<file path="src/rtl/fp_pkg.sv">
// Shared floating-point encodings for the multiplier result path: operand
// classes, flag bit positions and the special IEEE-754 single-precision codes.
package fp_pkg;

  localparam logic [1:0] CLS_NORMAL = 2'b00;
  localparam logic [1:0] CLS_ZERO   = 2'b01;
  localparam logic [1:0] CLS_INF    = 2'b10;
  localparam logic [1:0] CLS_NAN    = 2'b11;

  // Flag vector layout is {invalid, overflow, underflow}.
  localparam int FLAG_UNDERFLOW = 0;
  localparam int FLAG_OVERFLOW  = 1;
  localparam int FLAG_INVALID   = 2;

  localparam logic [31:0] QNAN    = 32'h7FC00000;
  localparam logic [7:0]  EXP_INF = 8'hFF;

  // One buffered entry is {flags[2:0], result[31:0]}.
  localparam int ENTRY_W = 35;

endpackage

</file>
<file path="src/rtl/fp_result_fifo.sv">
// Circular result buffer with combinational read port; reads as zero when empty.
module fp_result_fifo
  import fp_pkg::*;
#(
  parameter int DEPTH = 2,
  parameter int WIDTH = ENTRY_W
) (
  input  logic             clk,
  input  logic             rst,
  input  logic             push,
  input  logic [WIDTH-1:0] wr_data,
  input  logic             pop,
  output logic [WIDTH-1:0] rd_data,
  output logic             can_push,
  output logic             has_data
);

  localparam int AW = (DEPTH > 1) ? $clog2(DEPTH) : 1;
  localparam int CW = $clog2(DEPTH + 1);
  localparam logic [CW-1:0] DEPTH_C = CW'(DEPTH);

  logic [WIDTH-1:0] mem [DEPTH];
  logic [AW-1:0]    wr_ptr;
  logic [AW-1:0]    rd_ptr;
  logic [CW-1:0]    count;
  logic             do_push;
  logic             do_pop;

  assign can_push = (count < DEPTH_C);
  assign has_data = (count != '0);
  assign do_push  = push && can_push;
  assign do_pop   = pop && has_data;
  assign rd_data  = has_data ? mem[rd_ptr] : '0;

  // DEPTH is a power of two, so the pointers wrap by natural overflow.
  always_ff @(posedge clk or posedge rst) begin
    if (rst) begin
      wr_ptr <= '0;
      rd_ptr <= '0;
      count  <= '0;
    end else begin
      if (do_push) wr_ptr <= wr_ptr + AW'(1);
      if (do_pop)  rd_ptr <= rd_ptr + AW'(1);
      case ({do_push, do_pop})
        2'b10:   count <= count + CW'(1);
        2'b01:   count <= count - CW'(1);
        default: count <= count;
      endcase
    end
  end

  // Storage needs no reset: stale words are never visible while count is zero.
  always_ff @(posedge clk) begin
    if (do_push) mem[wr_ptr] <= wr_data;
  end

endmodule

</file>
<file path="src/rtl/fp_result_pack.sv">
// Packs multiplier results into IEEE-754 single words with exception flags and
// buffers them. Define FP_PACK_STICKY_FLAGS_EN to add accumulated sticky flags.
module fp_result_pack
  import fp_pkg::*;
#(
  parameter int DEPTH = 2
) (
  input  logic        clk,
  input  logic        rst,
  input  logic        in_valid,
  output logic        in_ready,
  input  logic        in_sign,
  input  logic [1:0]  in_class,
  input  logic [22:0] in_mantissa,
  input  logic [7:0]  in_exp,
  input  logic        in_overflow,
  output logic        out_valid,
  input  logic        out_ready,
  output logic [31:0] out_result,
  output logic [2:0]  out_flags
`ifdef FP_PACK_STICKY_FLAGS_EN
  ,
  input  logic        flags_clr,
  output logic [2:0]  sticky_flags
`endif
);

  logic [31:0]        pk_result;
  logic [2:0]         pk_flags;
  logic [ENTRY_W-1:0] rd_entry;
  logic               pop;

  // Class decode takes precedence over the overflow/underflow indications.
  always_comb begin
    pk_result = {in_sign, in_exp, in_mantissa};
    pk_flags  = '0;
    case (in_class)
      CLS_NAN: begin
        pk_result              = QNAN;
        pk_flags[FLAG_INVALID] = 1'b1;
      end
      CLS_INF:  pk_result = {in_sign, EXP_INF, 23'h0};
      CLS_ZERO: pk_result = {in_sign, 31'h0};
      default: begin
        if (in_overflow) begin
          pk_result               = {in_sign, EXP_INF, 23'h0};
          pk_flags[FLAG_OVERFLOW] = 1'b1;
        end else if (in_exp == 8'h00) begin
          pk_result                = {in_sign, 31'h0};
          pk_flags[FLAG_UNDERFLOW] = 1'b1;
        end
      end
    endcase
  end

  assign pop = out_valid && out_ready;

  fp_result_fifo #(
    .DEPTH (DEPTH),
    .WIDTH (ENTRY_W)
  ) u_fifo (
    .clk      (clk),
    .rst      (rst),
    .push     (in_valid),
    .wr_data  ({pk_flags, pk_result}),
    .pop      (pop),
    .rd_data  (rd_entry),
    .can_push (in_ready),
    .has_data (out_valid)
  );

  assign out_flags  = rd_entry[34:32];
  assign out_result = rd_entry[31:0];

`ifdef FP_PACK_STICKY_FLAGS_EN
  // A clear coinciding with a pop keeps only the flags of that pop.
  always_ff @(posedge clk or posedge rst) begin
    if (rst) begin
      sticky_flags <= '0;
    end else if (flags_clr) begin
      sticky_flags <= pop ? out_flags : 3'b000;
    end else if (pop) begin
      sticky_flags <= sticky_flags | out_flags;
    end
  end
`endif

endmodule
</file>
<file path="config.mk">
export PLATFORM = sky130hd
export DESIGN_NAME = fp_result_pack
export DESIGN_NICKNAME = d
export VERILOG_FILES = /design/src/rtl/fp_pkg.sv /design/src/rtl/fp_result_fifo.sv /design/src/rtl/fp_result_pack.sv
export SDC_FILE = /design/constraint.sdc
export NUM_CORES = 1
export LEC_CHECK = 0
export CAP_MARGIN = 5
export CORE_UTILIZATION = 53
export CTS_CLUSTER_DIAMETER = 60
export DETAILED_ROUTE_END_ITERATION = 8
export GPL_ROUTABILITY_DRIVEN = 0
export PLACE_DENSITY = 0.84
export SLEW_MARGIN = 20
export SYNTH_ARGS = -nofsm -noshare
export SYNTH_HDL_FRONTEND = slang
export SYNTH_HIERARCHICAL = 1
export SYNTH_SLANG_ARGS = --single-unit
</file>
<file path="constraint.sdc">
create_clock -name clk -period 3.7 [get_ports clk]
set_input_delay 0.555 -clock clk [delete_from_list [all_inputs] [get_ports clk]]
set_output_delay 0.555 -clock clk [all_outputs]
set_load 0.005 [all_outputs]
</file>
run_1/clk_routes.png
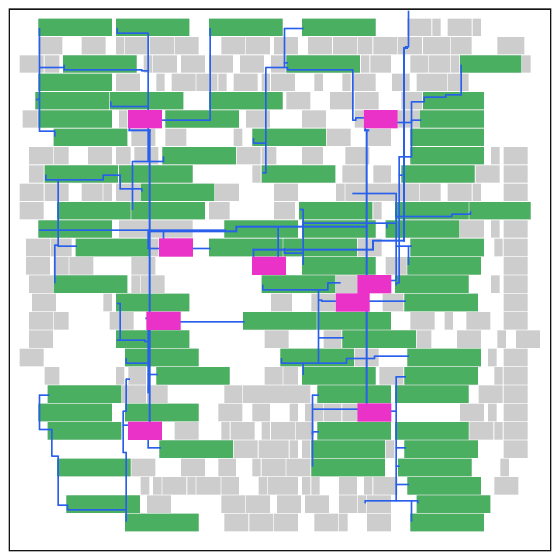
[clock drivers] magenta | count: 9
[flip-flops] green | count: 74
[clock wires] blue | length: 779 um
routed clock nets	10
flops lie	all over the die
Setup Skew: 13.5 ps
share of power burned in the clock network: 22.5%
clk pwr: 0.674 mW
clock insertion delay at the later pin of the skew report: 340 ps

run_1/flops_by_reg.png
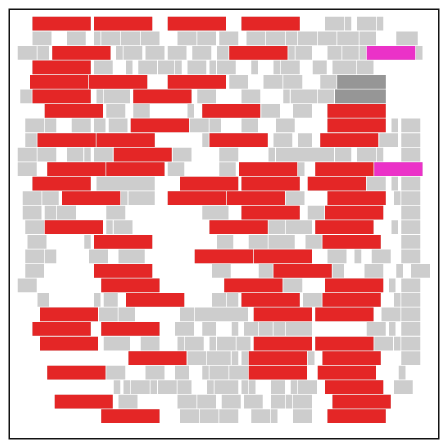
signal	color	placed flops
u_fifo/count	magenta	2
u_fifo/mem	red	70
not colored	2
share of the final layout cell area in sequential cells: 52.1%
core utilization of the finished layout: 71.8%
power attributed to sequential cells: 1.26 mW
Register Area: 2200 um^2

==> summary.txt, run 1 <==
Flow results.

- The worst-case hold slack is 387 ps.
- For this run, the slowest stage of the critical path takes between 1000 and 1500 ps.
- The total congestion overflow is 0.
- TritonCTS built the clock tree.
- The final non-filler cell area is 4230 um^2.
- The cell chosen for the clock root is clkbuf_8.
- The area share of and/or/nand/nor cells after synthesis is approximately an eighth.
- The total design power is 3.00 mW.
- In this run the cell area of the synthesized design comes to 3230 um^2.
- Counting distinct cell types in the post-synthesis netlist gives 26.
- In this run switching power makes up between 20% and 30% of total power.
- The number of warnings reported in the stage logs is 26.
- The iteration count of the initial detailed-routing pass is 4.
- The final non-filler cell total is around 380.
- The critical path goes through mux2i_1 > nor2_1 > clkdlybuf4s50_1.
- Cells with a size suffix above 1 make up roughly an eighth of the layout.
- The clock transition at the registers of the reported paths is 80 ps.
- The count of final setup violators is 0.
- The class of the tightest hold or removal check is in2async.
- Buffers added to address setup during post-CTS repair amount to 0.
- Grouping stages by cell kind, the critical path spends the most delay in flip-flops.
- The critical path endpoint category is an output port.
- The CTS buffer count is 9.
- Once iteration 0 of detailed routing completed, the report listed between 100 and 150 DRC markers.
- The setup slack at placement is 1230 ps.
- The report lists the power per cell area as 710 nW/um^2.
- According to the Yosys statistics, the synthesized design has a chip area of 3230 um^2.
- The count of H-tree levels built during CTS is 3.
- In the synthesized netlist, the dominant kind of combinational cell is simple AND/OR/NAND/NOR gates.
- STA classifies the critical path startpoint as a flip-flop.
- The wire-length estimate of the detail-placed layout is 3520 um.
- The arrival time of data at the worst endpoint is listed as 2370 ps.
- The setup total negative slack is 0 ps.
- In this run the full chip footprint comes out at 6410 um^2.
- After detailed placement, the total cell area comes to 4010 um^2.
- The number of gates given a new drive strength after cts is 0.
- The flow measured a signed area growth from synthesis to layout of 30.8%.
- Per the timing report, the biggest fanout along the worst path comes to 36.
- In the synthesized netlist, mux cells make up 10.8% of the area.
- The clock sink count is 74.
- Entering global routing, the biggest net connects 37 pins.
- The share of synthesized cell area in and-or and or-and compound cells is about 3%.
- The total DRC errors in the routed layout is 0.
- The internal power of the cells is ~2.1 mW.
- Setup repair after global routing left no endpoint under its margin.
- The final timing report lists a hold violation count of 0.
- The tally of filler cells in the layout is 403.
- In this run the deepest clock path goes through 2 buffers.
- On the critical path, the stage with the largest delay is an instance of dfrtp_2.
- Hold repair after CTS inserted 0 buffers.
- The floorplan has 28 rows.
- The final period utilization is 79.1%.
- Once detail routing completed, the nets flagged for antenna violations numbered 0.
- The top-level I/O count is 76.
- The via count of the first global-routing pass came to 1849.
- The number of antenna violations at the first check in global routing is 0.
- The worst setup path category is reg2out.
- Yosys printed 6 warnings.
- The post-synthesis net count is around 260.
- The count of instantiated cells in the yosys netlist is ~220.
- The pin slew with the least headroom to its limit is 1070 ps.
- The analysis attributes to net switching a power of 0.867 mW.
- The average cell area after synthesis is roughly 15 um^2.
- The count of buffers added on input and output ports is ~75.
- In this run, the combinational gates consume 35.6% of the power.
- The headroom to the max-slew limit is between 20% and 30%.
- The worst path buffer plus inverter count is 1.
- The flop and latch count out of synthesis is 74.
- The leakage power in the latest report is 1.58 nW.
- The worst ir drop on vdd is 582 uV.
- The number of cells produced by synthesis is 219.
- The number of placed instances with taps included is 359.
- The floorplan step set the die width to roughly 80 um.
- The antenna diode instance count is 0.
- Per the timing report, the achievable frequency comes out to 341 MHz.
- The critical path in the final layout is reported with a setup slack of 772 ps.
- The first-pass GRT wire length is 8890 um.
- The data required time at the worst endpoint is 3140 ps.
- At the end of the flow, the number of nets in the layout was 335.
- The number of maximum-capacitance violations recorded for the run is 0.
- The run finished with clean final reports.
- The post-synthesis adder-cell area fraction is less than 1%.
- The minimum clock period is ~2900 ps.
- Before placement the cells fill a little over half of the core.
- The number of vias per cell is 5.01.
- The overall die height is ~80 um.
- In this run the standard cell core region covers 5890 um^2.
- The number of pins with negative max-slew slack in the final report is 0.
run_1/metal_density.png
Scale bar: 20 um. 16 x 16 tiles, from dark purple (low) to yellow (high), scaled to the fullest tile. Values are wire area over tile area, all layers added.
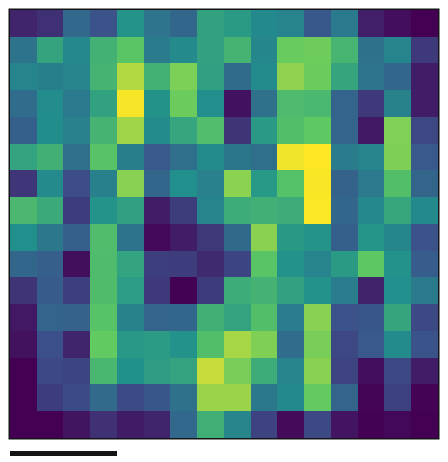
fullest tile	0.32
tiles over half the peak	38%
mean over tiles	0.14
nearly empty tiles	3.9%
Detailed Route WL: 5690 um
average routed wire per standard cell: 15.2 um
global router's overall resource usage: 19.1%
total vias in the final route: 1879

run 1: registers in the layout, indices dropped and copies added (netlist names):
signal / count
u_fifo/count: 2
u_fifo/mem: 70
u_fifo/wr_ptr: 1
u_fifo/rd_ptr: 1
run 1: final timing paths:
check                                 from               to  slack (ps)  cells after the start
min in group clk             u_fifo/wr_ptr    u_fifo/wr_ptr         560                      1
hold / removal                         rst  u_fifo/count[0]         390                      2
max in group asynchronous              rst    u_fifo/rd_ptr        3140                      2
setup reg to reg           u_fifo/count[0]  u_fifo/count[1]        1490                      7
setup / recovery             u_fifo/rd_ptr   out_result[22]         770                      3
hold reg to reg              u_fifo/wr_ptr    u_fifo/wr_ptr         560                      1
run 1: cell usage after synthesis, drive strengths merged:
cell type / instances / area share (%)
xor2: 1 / 0.27
a21o: 1 / 0.27
ha: 1 / 0.39
o21bai: 8 / 1.9
and3: 1 / 0.19
xnor2: 4 / 1.1
nor2: 46 / 5.6
nor3b: 1 / 0.23
edfxtp: 70 / 65
nor4: 3 / 0.97
and2: 25 / 5.8
nand2: 2 / 0.23
inv: 3 / 0.35
buf: 9 / 2.4
a2111oi: 1 / 0.85
clkbuf: 3 / 0.35
nor2b: 1 / 0.19
dfrtp: 4 / 3.1
mux2i: 35 / 11
run 1: metal layers:
metal / track usage, % / routed length, um / vias up
met5: 0 / 0 / -
met4: 9.64 / 114 / 0
met3: 2.73 / 180 / 10
met2: 33.2 / 3070 / 46
met1: 23.3 / 2320 / 890
li1: - / - / 933
run 1: power groups by stage:
stage                     clock network [mW]  logic [mW]  registers [mW]
after floorplan                            0       0.619            1.16
after global placement                     0        1.06            1.27
after detailed placement                   0        1.08            1.28
after CTS                              0.681        1.08            1.26
after global routing                   0.711        1.17            1.28
final                                  0.674        1.07            1.26
run 1: cell families after synthesis:
| kind of cell | after synthesis |
|---|---|
| simple gates | 79 |
| mux | 35 |
| fa+ha+maj | 1 |
| xor+xnor | 5 |
| flops | 74 |
| compound gates | 10 |
| buf+inv | 15 |
run 1: cell usage in the layout, fill, tap and decap left out, drive strengths merged:
cell type,count
dfrtp,4
clkinvlp,1
nor2b,1
buf,2
clkinv,2
nor3b,1
clkdlybuf4s50,75
nand2,2
nor2,46
ha,1
o21bai,8
clkbuf,10
xnor2,4
a21o,1
xor2,1
and2,25
mux2i,35
edfxtp,70
bufinv,2
a2111oi,1
nor4,3
and3,1
inv,4
run 1: layout make-up:
type | count | area (um^2) | area share [%]
Clock buffer | 10 | 128 | 3.02
Clock inverter | 6 | 88.8 | 2.10
Inverter | 3 | 11.3 | 0.266
Multi-Input combinational cell | 130 | 937 | 22.2
Sequential cell | 74 | 2200 | 52.1
Tap cell | 75 | 93.8 | 2.22
Timing Repair Buffer | 77 | 766 | 18.1
==> run 2: changes to the inputs <==
--- a/config.mk
+++ b/config.mk
@@ -6,11 +6,11 @@
 export NUM_CORES = 1
 export LEC_CHECK = 0
 export CAP_MARGIN = 5
-export CORE_UTILIZATION = 53
+export CORE_UTILIZATION = 50
 export CTS_CLUSTER_DIAMETER = 60
 export DETAILED_ROUTE_END_ITERATION = 8
 export GPL_ROUTABILITY_DRIVEN = 0
-export PLACE_DENSITY = 0.84
+export PLACE_DENSITY = 0.8
 export SLEW_MARGIN = 20
 export SYNTH_ARGS = -nofsm -noshare
 export SYNTH_HDL_FRONTEND = slang
==> constraint.sdc (replaced) <==
create_clock -name clk -period 2.96 [get_ports clk]
set_input_delay 0.444 -clock clk [delete_from_list [all_inputs] [get_ports clk]]
set_output_delay 0.444 -clock clk [all_outputs]
set_load 0.005 [all_outputs]
run_2/clk_routes.png
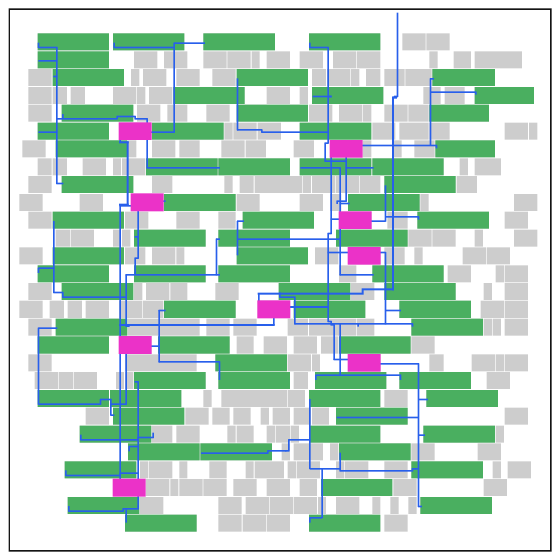
[clock drivers] magenta | count: 9
[clock wires] blue | length: 820 um
[flip-flops] green | count: 74
flops lie	all over the die
routed clock nets	10
clock insertion delay at the later pin of the skew report: 330 ps
Setup Skew: 5.92 ps
clk pwr: 0.840 mW

run_2/placement.png
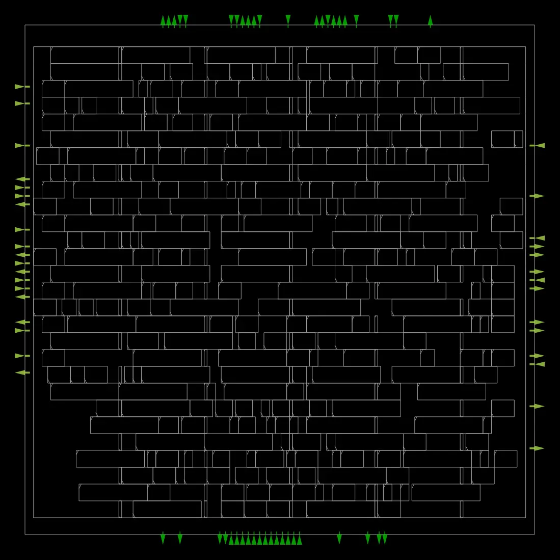
placeable core region: 6060 um^2
num rows: 28
filler cell count: 435

==> run 2 against run 1 <==
Critical path depth grew 1. Register-to-register slack lost 640 ps. Die size grew 5.8%. Clock-buffer cell count shrank 1. Cell count grew 1.1%. First-iteration DRC count grew 2.6%. Sequential power grew about 20%. Global-route usage grew 0.70 points. Routed wire length grew 7.9%. Critical path type unchanged.
==> summary.txt, run 2 <==
Flow results.

- The ratio of cells with drive above 1 in the final layout is 14.1% (was 12.7%).
- The via count came to 1921 (was 1879).
- The number of gates given a new drive strength after cts is 0 (unchanged).
- The total wire length after detailed routing is 6140 um (was 5690 um).
- The post-route met1 wirelength was 2640 um (was 2320 um).
- The worst flop-to-flop path startpoint is u_fifo/count[0] (unchanged).
- The cell chosen for the clock root is clkbuf_8 (unchanged).
- The amount of wire on met2 after detailed routing came to 3230 um (was 3070 um).
- The routed length on met3 came to 233 um (was 180 um).
- The maximum fanout along the worst path was 20 (was 36).
- The worst setup path category was reg2out (unchanged).
- The total DRC errors in the routed layout came to 0 (unchanged).
- Post-route period utilization is reported as 85.7%.
- The share of flip-flops with an asynchronous set or reset after synthesis is 5.41% (unchanged).
- The pin slew with the least headroom to its limit was 584 ps (was 1070 ps).
- The CTS buffer count was 9 (unchanged).
- The warning count from the yosys run is 6 (unchanged).
- The class of the tightest hold or removal check was in2async (unchanged).
- The number of antenna violations at the first check in global routing is 0 (unchanged).
- The count of max-cap constraint violations is 0 (unchanged).
- The register area is 2200 um^2 (unchanged).
- The setup slack on the worst flop-to-flop path is 850 ps (was 1490 ps).
- The highest routing layer actually used was met4 (unchanged).
- The leakage power summed over all cells was 1.61 nW (was 1.58 nW).
- The pin count of the biggest net entering global routing was 36 (was 37).
- The register containing the most flip-flops in the final layout is u_fifo/mem (unchanged).
- The average cell area after synthesis is 14.8 um^2 (unchanged).
- The number of distinct library cells after synthesis is 26 (unchanged).
- The post-synthesis net count is 259 (unchanged).
- The count of instantiated cells in the yosys netlist was 219 (unchanged).
- Dominant logic cell types in the final layout: 75 x clkdlybuf4s50_1, 70 x edfxtp_1, 44 x nor2_1 (unchanged).
- The flop and latch count out of synthesis was 74 (unchanged).
- The power per unit of standard cell area is 893 nW/um^2 (was 710 nW/um^2).
- The final non-filler cell total is 379 (was 375).
- The worst ir drop on vdd was 702 uV (was 582 uV).
- The overall fraction of global-route tracks in use is 19.8% (was 19.1%).
- The number of vias per cell was 5.07 (was 5.01).
- The DRC marker count from the first detailed-route iteration came to 120 (was 117).
- The cell depth of the worst flop-to-flop path is 8 (was 7).
- The count of final setup violators came to 0 (unchanged).
- The number of pins with negative max-slew slack in the final report was 0 (unchanged).
- The die outline width was 82.4 um (was 80.1 um).
- The clock period could shrink to 2540 ps.
- The initial core utilization came to 53.3% (was 54.9%).
- The count of input and output buffers came to 75 (unchanged).
- Based on the critical path, the design can be clocked at up to 394 MHz.
- The total tool warning count was 26 (unchanged).
- The total congestion overflow is 0 (unchanged).
- The clock sink count is 74 (unchanged).
- Synth top area cells: edfxtp_1 65%, mux2i_1 11%, nor2_1 5.2% (unchanged).
- The number of placed instances with taps included came to 362 (was 359).
- Largest registers: u_fifo/mem (70), u_fifo/count (2) (unchanged).
- The first-pass GRT wire length was 9520 um (was 8890 um).
- The per-cell routed wire length is 16.2 um (was 15.2 um).
- The post-cts hold buffer count is 0 (unchanged).
- The overall die height was 82.4 um (was 80.1 um).
- The multi-input logic area is 937 um^2 (unchanged).
- The number of nets in the finished design is 339 (was 335).
- The startpoint type of the worst setup path is a flip-flop (unchanged).
- Synth cell count leaders: 70 x edfxtp_1, 45 x nor2_1, 35 x mux2i_1, 12 x and2_1, 11 x and2_4 (unchanged).
- The count of H-tree levels built during CTS is 3 (unchanged).
- The flip-flop count of the largest register, all copies and words added is 70 (unchanged).
- The headroom to the max-slew limit is 61.0% (was 28.9%).
- The data arrival time at the worst-slack endpoint is 2090 ps (was 2370 ps).
- The number of buffers added for setup after CTS is 0 (unchanged).
- RSZ-0062 raised after global routing: false (unchanged).
- The main flop type is edfxtp_1 (unchanged).
- The count of flip-flops with a built-in enable after synthesis is 70 (unchanged).
- The antenna diode instance count came to 0 (unchanged).
- The summed standard-cell area reported by yosys is 3230 um^2 (unchanged).
- The total count of hold-check failures in the final report is 0 (unchanged).
- The data required time at the worst endpoint was 2520 ps (was 3140 ps).
- The worst-case hold slack is 282 ps (was 387 ps).
- The setup total negative slack is 0 ps (unchanged).
- The area growth from synthesis to layout is 32.9% (was 30.8%).
- Status: complete, no violations (unchanged).
- The clock tree from TritonCTS is done (unchanged).
- The most frequently used cell type in the post-synthesis netlist is edfxtp_1 (unchanged).
- The remaining antenna violation count after routing is 0 (unchanged).
- The most instantiated logic cell after routing is clkdlybuf4s50_1 (unchanged).
run_2/sizes.png
Scale bar: 20 um.
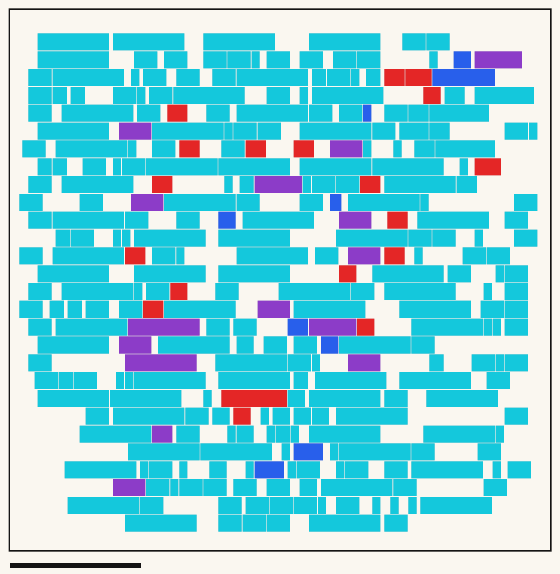
size	color	cells	share
_6 and larger	purple	15	4.9%
_0 and _1 cells	cyan	261	86%
_2 cells	blue	9	3.0%
_3 and _4 cells	red	19	6.3%

==> run 2: kinds of logic after synthesis <==
logic type	Yosys count	synth area share [%]
fa+ha+maj	1	0.387
buf+inv	15	3.14
xor+xnor	5	1.35
simple gates	79	13.2
mux	35	10.8
compound gates	10	2.98
flops	74	68.1
==> run 2: per-stage QoR <==
step	cell area, um^2	total power, mW	setup WS [ps]	util, %
global route	4300	4.05	313	70.9
finish	4300	3.83	423	70.9
CTS	4290	3.88	386	70.7
floorplan	3230	2.23	417	-
detailed placement	4070	3.03	290	67.2
global placement	4070	2.99	364	67.2
==> run 2: worst max-delay path by stage <==
stage	start	end	slack [ps]	cells after the start
3_3_place_gp	in_overflow	u_fifo/mem[0][20]	360	3
5_1_grt	u_fifo/rd_ptr	out_result[14]	310	4
4_1_cts	u_fifo/rd_ptr	out_result[17]	390	4
3_5_place_dp	in_overflow	u_fifo/mem[0][20]	290	3
6_report	u_fifo/rd_ptr	out_result[17]	420	4
2_1_floorplan	u_fifo/count[1]	u_fifo/mem[0][0]	420	3
==> run 2: worst max-delay path, stage by stage (launching register included) <==
cell and delay [ps]:
dfrtp_2 720, buf_12 260, mux2i_1 100, nor2_1 120
clkdlybuf4s50_1 540
==> run 2: final cells by class <==
class	instances	share of cell area (%)
Sequential cell	74	51.3
Multi-Input combinational cell	130	21.8
Timing Repair Buffer	81	19.4
Clock buffer	9	2.88
Tap cell	75	2.18
Clock inverter	7	2.16
Inverter	3	0.262
==> run 2: power breakdown <==
group          total (mW)  internal, mW  switching (mW)  leakage, nW
clock network       0.840         0.473           0.367        0.103
logic                1.49         0.863           0.625        0.810
registers            1.51          1.38           0.130        0.694
==> run 2: routing by layer <==
layer	GRT usage, %	up-vias
li1	-	940
met1	24.1	930
met2	34.1	47
met3	3.96	4
met4	8.95	0
met5	0	-
==> run 3: changes to the inputs <==
--- a/config.mk
+++ b/config.mk
@@ -6,11 +6,10 @@
 export NUM_CORES = 1
 export LEC_CHECK = 0
 export CAP_MARGIN = 5
-export CORE_UTILIZATION = 50
+export CORE_UTILIZATION = 25
 export CTS_CLUSTER_DIAMETER = 60
 export DETAILED_ROUTE_END_ITERATION = 8
-export GPL_ROUTABILITY_DRIVEN = 0
-export PLACE_DENSITY = 0.8
+export RECOVER_POWER = 25
 export SLEW_MARGIN = 20
 export SYNTH_ARGS = -nofsm -noshare
 export SYNTH_HDL_FRONTEND = slang
run_3/clk_routes.png
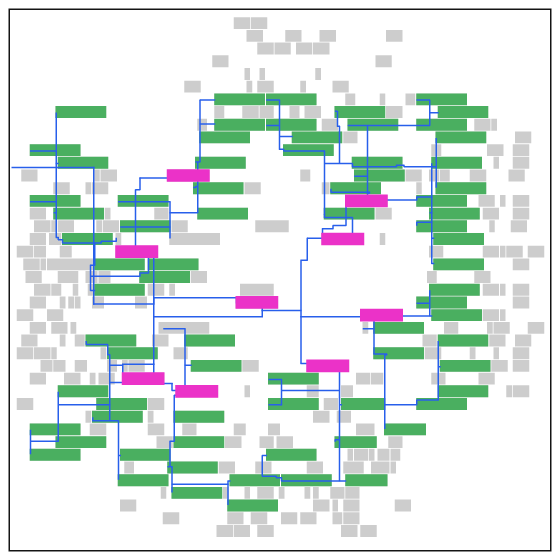
share of power burned in the clock network: 27.2%
Setup Skew: 4.34 ps

run_3/sizes.png
Scale bar: 20 um.
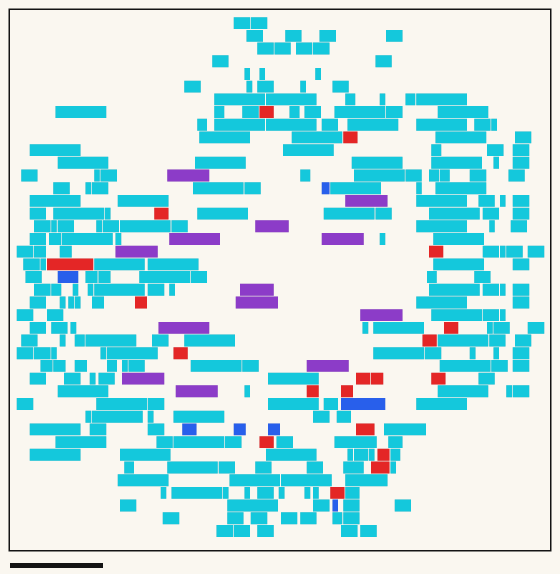
size	color	cells	share
_3 and _4 cells	red	19	6.3%
_2 cells	blue	7	2.3%
_0 and _1 cells	cyan	265	87%
_6 and larger	purple	13	4.3%
synthesis-to-finish area growth: 38.9%
worst setup slack after layout: 538 ps
buffer count excluding the clock tree in the final layout: 81

==> run 3 against run 2 <==
First-iteration DRC count decreased by 55%. Combinational power about the same. Area after synthesis unchanged. Clock power is 32% higher. Synthesized cell count unchanged. Power is 6.4% higher. Critical endpoint unchanged. Largest power group is now combinational logic.
==> summary.txt, run 3 <==
Flow results.

- Status: complete, no violations (unchanged).
- The clock tree from TritonCTS is done (unchanged).
- The total DRC errors in the routed layout is 0 (unchanged).
- The switching share of power is 27.5% (was 29.2%).
- Synth top area cells: edfxtp_1 65%, mux2i_1 11%, nor2_1 5.2% (unchanged).
- The antenna diode instance count is 0 (unchanged).
- The main flop type was edfxtp_1 (unchanged).
- The final non-filler cell area is 4490 um^2 (was 4300 um^2).
- The maximum fanout along the worst path is 19 (was 20).
- The overall die area is 13400 um^2 (was 6790 um^2).
- The worst setup path startpoint is u_fifo/count[0] (was u_fifo/rd_ptr).
- The power per unit of standard cell area is 909 nW/um^2 (was 893 nW/um^2).
- The delay of the slowest critical-path stage was 470 ps (was 720 ps).
- The top-level I/O count was 76 (unchanged).
- The count of flip-flops with a built-in enable after synthesis is 70 (unchanged).
- The setup slack on the worst flop-to-flop path is 1000 ps (was 850 ps).
- The average cell area after synthesis is 14.8 um^2 (unchanged).
- The total count of hold-check failures in the final report is 0 (unchanged).
- The number of antenna violations at the first check in global routing is 0 (unchanged).
- The top-area cell type share of the netlist area was 65.0% (unchanged).
- The data arrival time at the worst-slack endpoint was 1980 ps (was 2090 ps).
- The clock sink count is 74 (unchanged).
- The largest buffer count on any clock path is 2 (unchanged).
- The warning count from the yosys run is 6 (unchanged).
- The post-synthesis net count is 259 (unchanged).
- The summed standard-cell area reported by yosys is 3230 um^2 (unchanged).
- The placed cell area was 4190 um^2 (was 4070 um^2).
- The most frequently used cell type in the post-synthesis netlist is edfxtp_1 (unchanged).
- The register containing the most flip-flops in the final layout is u_fifo/mem (unchanged).
- The count of final setup violators is 0 (unchanged).
- The pin count of the biggest net entering global routing was 36 (unchanged).
- The headroom to the max-slew limit was 37.3% (was 61.0%).
- The total congestion overflow came to 0 (unchanged).
- The count of H-tree levels built during CTS is 3 (unchanged).
- The post-synthesis sequential area ratio is 68.1% (unchanged).
- The remaining antenna violation count after routing was 0 (unchanged).
- The minimum clock period is 2420 ps (was 2540 ps).
- The data required time at the worst endpoint was 2520 ps (about the same).
- The total tool warning count came to 26 (unchanged).
- Crit path cell chain: nor2_4 > buf_12 > nor2_1 > clkdlybuf4s50_1 (was buf_12 > mux2i_1 > nor2_1 > clkdlybuf4s50_1).
- The initial core utilization is 25.6% (was 53.3%).
- The cell area after synthesis is 3230 um^2 (unchanged).
- The leakage power summed over all cells is 1.65 nW (was 1.61 nW).
- At the end of routability-driven placement, the weighted congestion stood at 0.740.
- The total wire length after detailed routing is 6370 um (was 6140 um).
- The count of input and output buffers was 75 (unchanged).
- The power spent charging and discharging nets was 1.12 mW (about the same).
- The timing endpoint of the critical path is out_result[17] (unchanged).
- The class of the tightest hold or removal check is in2async (unchanged).
- The cell chosen for the clock root is clkbuf_16 (was clkbuf_8).
- The cell type contributing the most total cell area after synthesis is edfxtp_1 (unchanged).
- The share of flip-flops with an asynchronous set or reset after synthesis is 5.41% (unchanged).
- The number of cells produced by synthesis is 219 (unchanged).
- The overall die height is 116 um (was 82.4 um).
- The flop and latch count out of synthesis is 74 (unchanged).
- The final period utilization came to 81.8% (was 85.7%).
- The number of gates on the worst path with buffers counted is 4 (unchanged).
- The number of gates given a new drive strength after cts is 0 (unchanged).
- The number of distinct library cells after synthesis is 26 (unchanged).
- The post-cts hold buffer count came to 0 (unchanged).
- The critical path endpoint category is an output port (unchanged).
- The worst ir drop on vdd is 276 uV (was 702 uV).
- The highest achievable clock rate was 413 MHz (was 394 MHz).
- The detailed-placement wirelength estimate is 4300 um (was 4020 um).
- The cell at the slowest stage of the critical path is nor2_4 (was dfrtp_2).
- The number of buffers added for setup after CTS is 0 (unchanged).
- The number of vias per cell was 4.06 (was 5.07).
- The first-pass GRT wire length came to 9990 um (was 9520 um).
- The overall fraction of global-route tracks in use is 10.2% (was 19.8%).
- The flip-flop count of the largest register, all copies and words added came to 70 (unchanged).
- The relative contribution of combinational cells to total power is 37.3% (was 38.8%).
- The number of pins with negative max-slew slack in the final report is 0 (unchanged).
- The die outline width was 116 um (was 82.4 um).
- The iteration count of the initial detailed-routing pass is 4 (was 5).
- The CTS buffer count is 9 (unchanged).
- The ratio of cells with drive above 1 in the final layout is 12.8% (was 14.1%).
- The DRC marker count from the first detailed-route iteration was 54 (was 120).
- Largest registers: u_fifo/mem (70), u_fifo/count (2) (unchanged).
- The number of placed instances with taps included is 460 (was 362).
- The pin slew with the least headroom to its limit was 941 ps (was 584 ps).
- The number of nets in the finished design is 339 (unchanged).
- The total design power is 4.08 mW (was 3.83 mW).
- Dominant logic cell types in the final layout: 70 x clkdlybuf4s50_1, 70 x edfxtp_1, 44 x nor2_1 (was 75 x clkdlybuf4s50_1, 70 x edfxtp_1, 44 x nor2_1).
- The endpoint of the most critical register-to-register path was u_fifo/count[1] (unchanged).
- The internal power of the cells is 2.96 mW (was 2.71 mW).
- The via count of the first global-routing pass is 2031 (was 1982).
- The worst flop-to-flop path startpoint was u_fifo/count[0] (unchanged).
- The startpoint type of the worst setup path was a flip-flop (unchanged).
- The worst path buffer plus inverter count is 2 (unchanged).
- The setup total negative slack is 0 ps (unchanged).
- The part of the power in registers is 35.5% (was 39.3%).
- The via count is 1931 (was 1921).
- The count of instantiated cells in the yosys netlist came to 219 (unchanged).
- The clock transition at the registers of the reported paths is 50 ps (was 80 ps).
- The per-cell routed wire length is 13.4 um (was 16.2 um).
- RSZ-0062 raised after global routing: false (unchanged).
- The cell depth of the worst flop-to-flop path is 7 (was 8).
- The worst setup path category was reg2out (unchanged).
- Synth cell count leaders: 70 x edfxtp_1, 45 x nor2_1, 35 x mux2i_1, 12 x and2_1, 11 x and2_4 (unchanged).
- The count of max-cap constraint violations came to 0 (unchanged).
- The family with the most delay on the worst path is buffers and inverters (unchanged).
- The worst-skew pair later-pin latency was 320 ps (was 330 ps).
run_3/placement.png
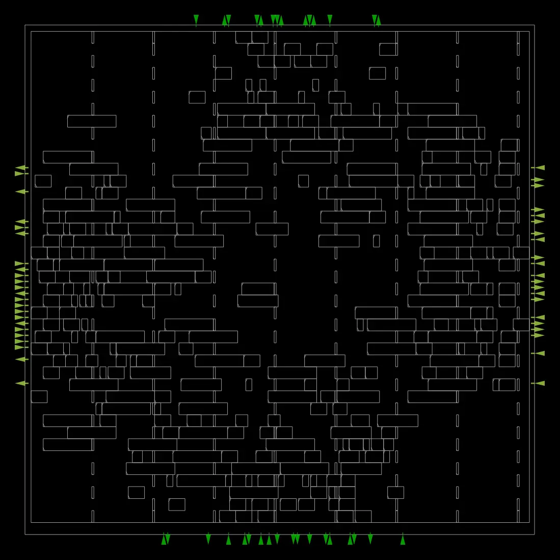
total number of sequential cells: 74
placeable core region: 12600 um^2
num rows: 41
core utilization of the finished layout: 35.6%
number of standard cells in the layout, taps in and fillers out: 476

[run 3: cell counts after synthesis]
Identical to the previous run, type by type.
[run 3: final cells by class]
cell class	instances	area, um^2
multi-input cells	130	930
inverters	3	11.3
fillers	1268	8130
repair buffers	81	821
clock buffers	9	225
flip-flops and latches	74	2200
well taps	172	215
clock inverters	7	83.8
[run 3: cell families (layout without fill, tap and decap cells)]
| group | count (synthesis) | in the layout | share of synthesized area, % |
|---|---|---|---|
| and+or+nand+nor | 79 | 79 | 13.2 |
| buffers and inverters | 15 | 100 | 3.14 |
| xor gates and xnor gates | 5 | 5 | 1.35 |
| adders and majority gates | 1 | 1 | 0.387 |
| muxes | 35 | 35 | 10.8 |
| AOI/OAI and AO/OA | 10 | 10 | 2.98 |
| DFF | 74 | 74 | 68.1 |
[run 3: worst register-to-register path, delay by kind of cell (launching register included)]
kind                     cells  cell delay (ps)
XOR/XNOR                     1              130
adder cells (fa/ha/maj)      1              310
buffers and inverters        1               80
flip-flops                   1              440
AND/OR/NAND/NOR              4              940
[run 3: how the worst min path moves through the flow]
stage / to / cells after the start / slack (ps)
2_1_floorplan: u_fifo/count[0] / 1 / 210
3_3_place_gp: u_fifo/wr_ptr / 1 / 530
3_5_place_dp: u_fifo/wr_ptr / 1 / 540
4_1_cts: u_fifo/wr_ptr / 2 / 320
5_1_grt: u_fifo/wr_ptr / 2 / 470
6_report: u_fifo/count[1] / 2 / 460
[run 3: metrics by stage]
step	setup slack [ps]	hold slack [ps]	util (%)
floorplan	417	210	-
global placement	784	528	33.2
detailed placement	754	539	33.2
CTS	479	317	35.6
global route	395	466	35.6
finish	538	456	35.6
[run 3: power groups by stage]
stage                     registers [mW]  logic [mW]  clock network (mW)
final                               1.45        1.52                1.11
after global routing                1.46        1.68                1.19
after global placement              1.46        1.56                   0
after CTS                           1.45        1.57                1.14
after floorplan                     1.45       0.774                   0
after detailed placement            1.47        1.57                   0
[run 3: per-layer routing]
layer,GRT usage (%),part of all wire [%],vias to the layer above
met5,0,0,-
met4,4.27,0.89,0
met3,3.24,5.3,6
met2,17.7,52,56
met1,11.5,41,929
li1,-,-,940
No activity file was given, so power comes from the tool's default toggle rates.
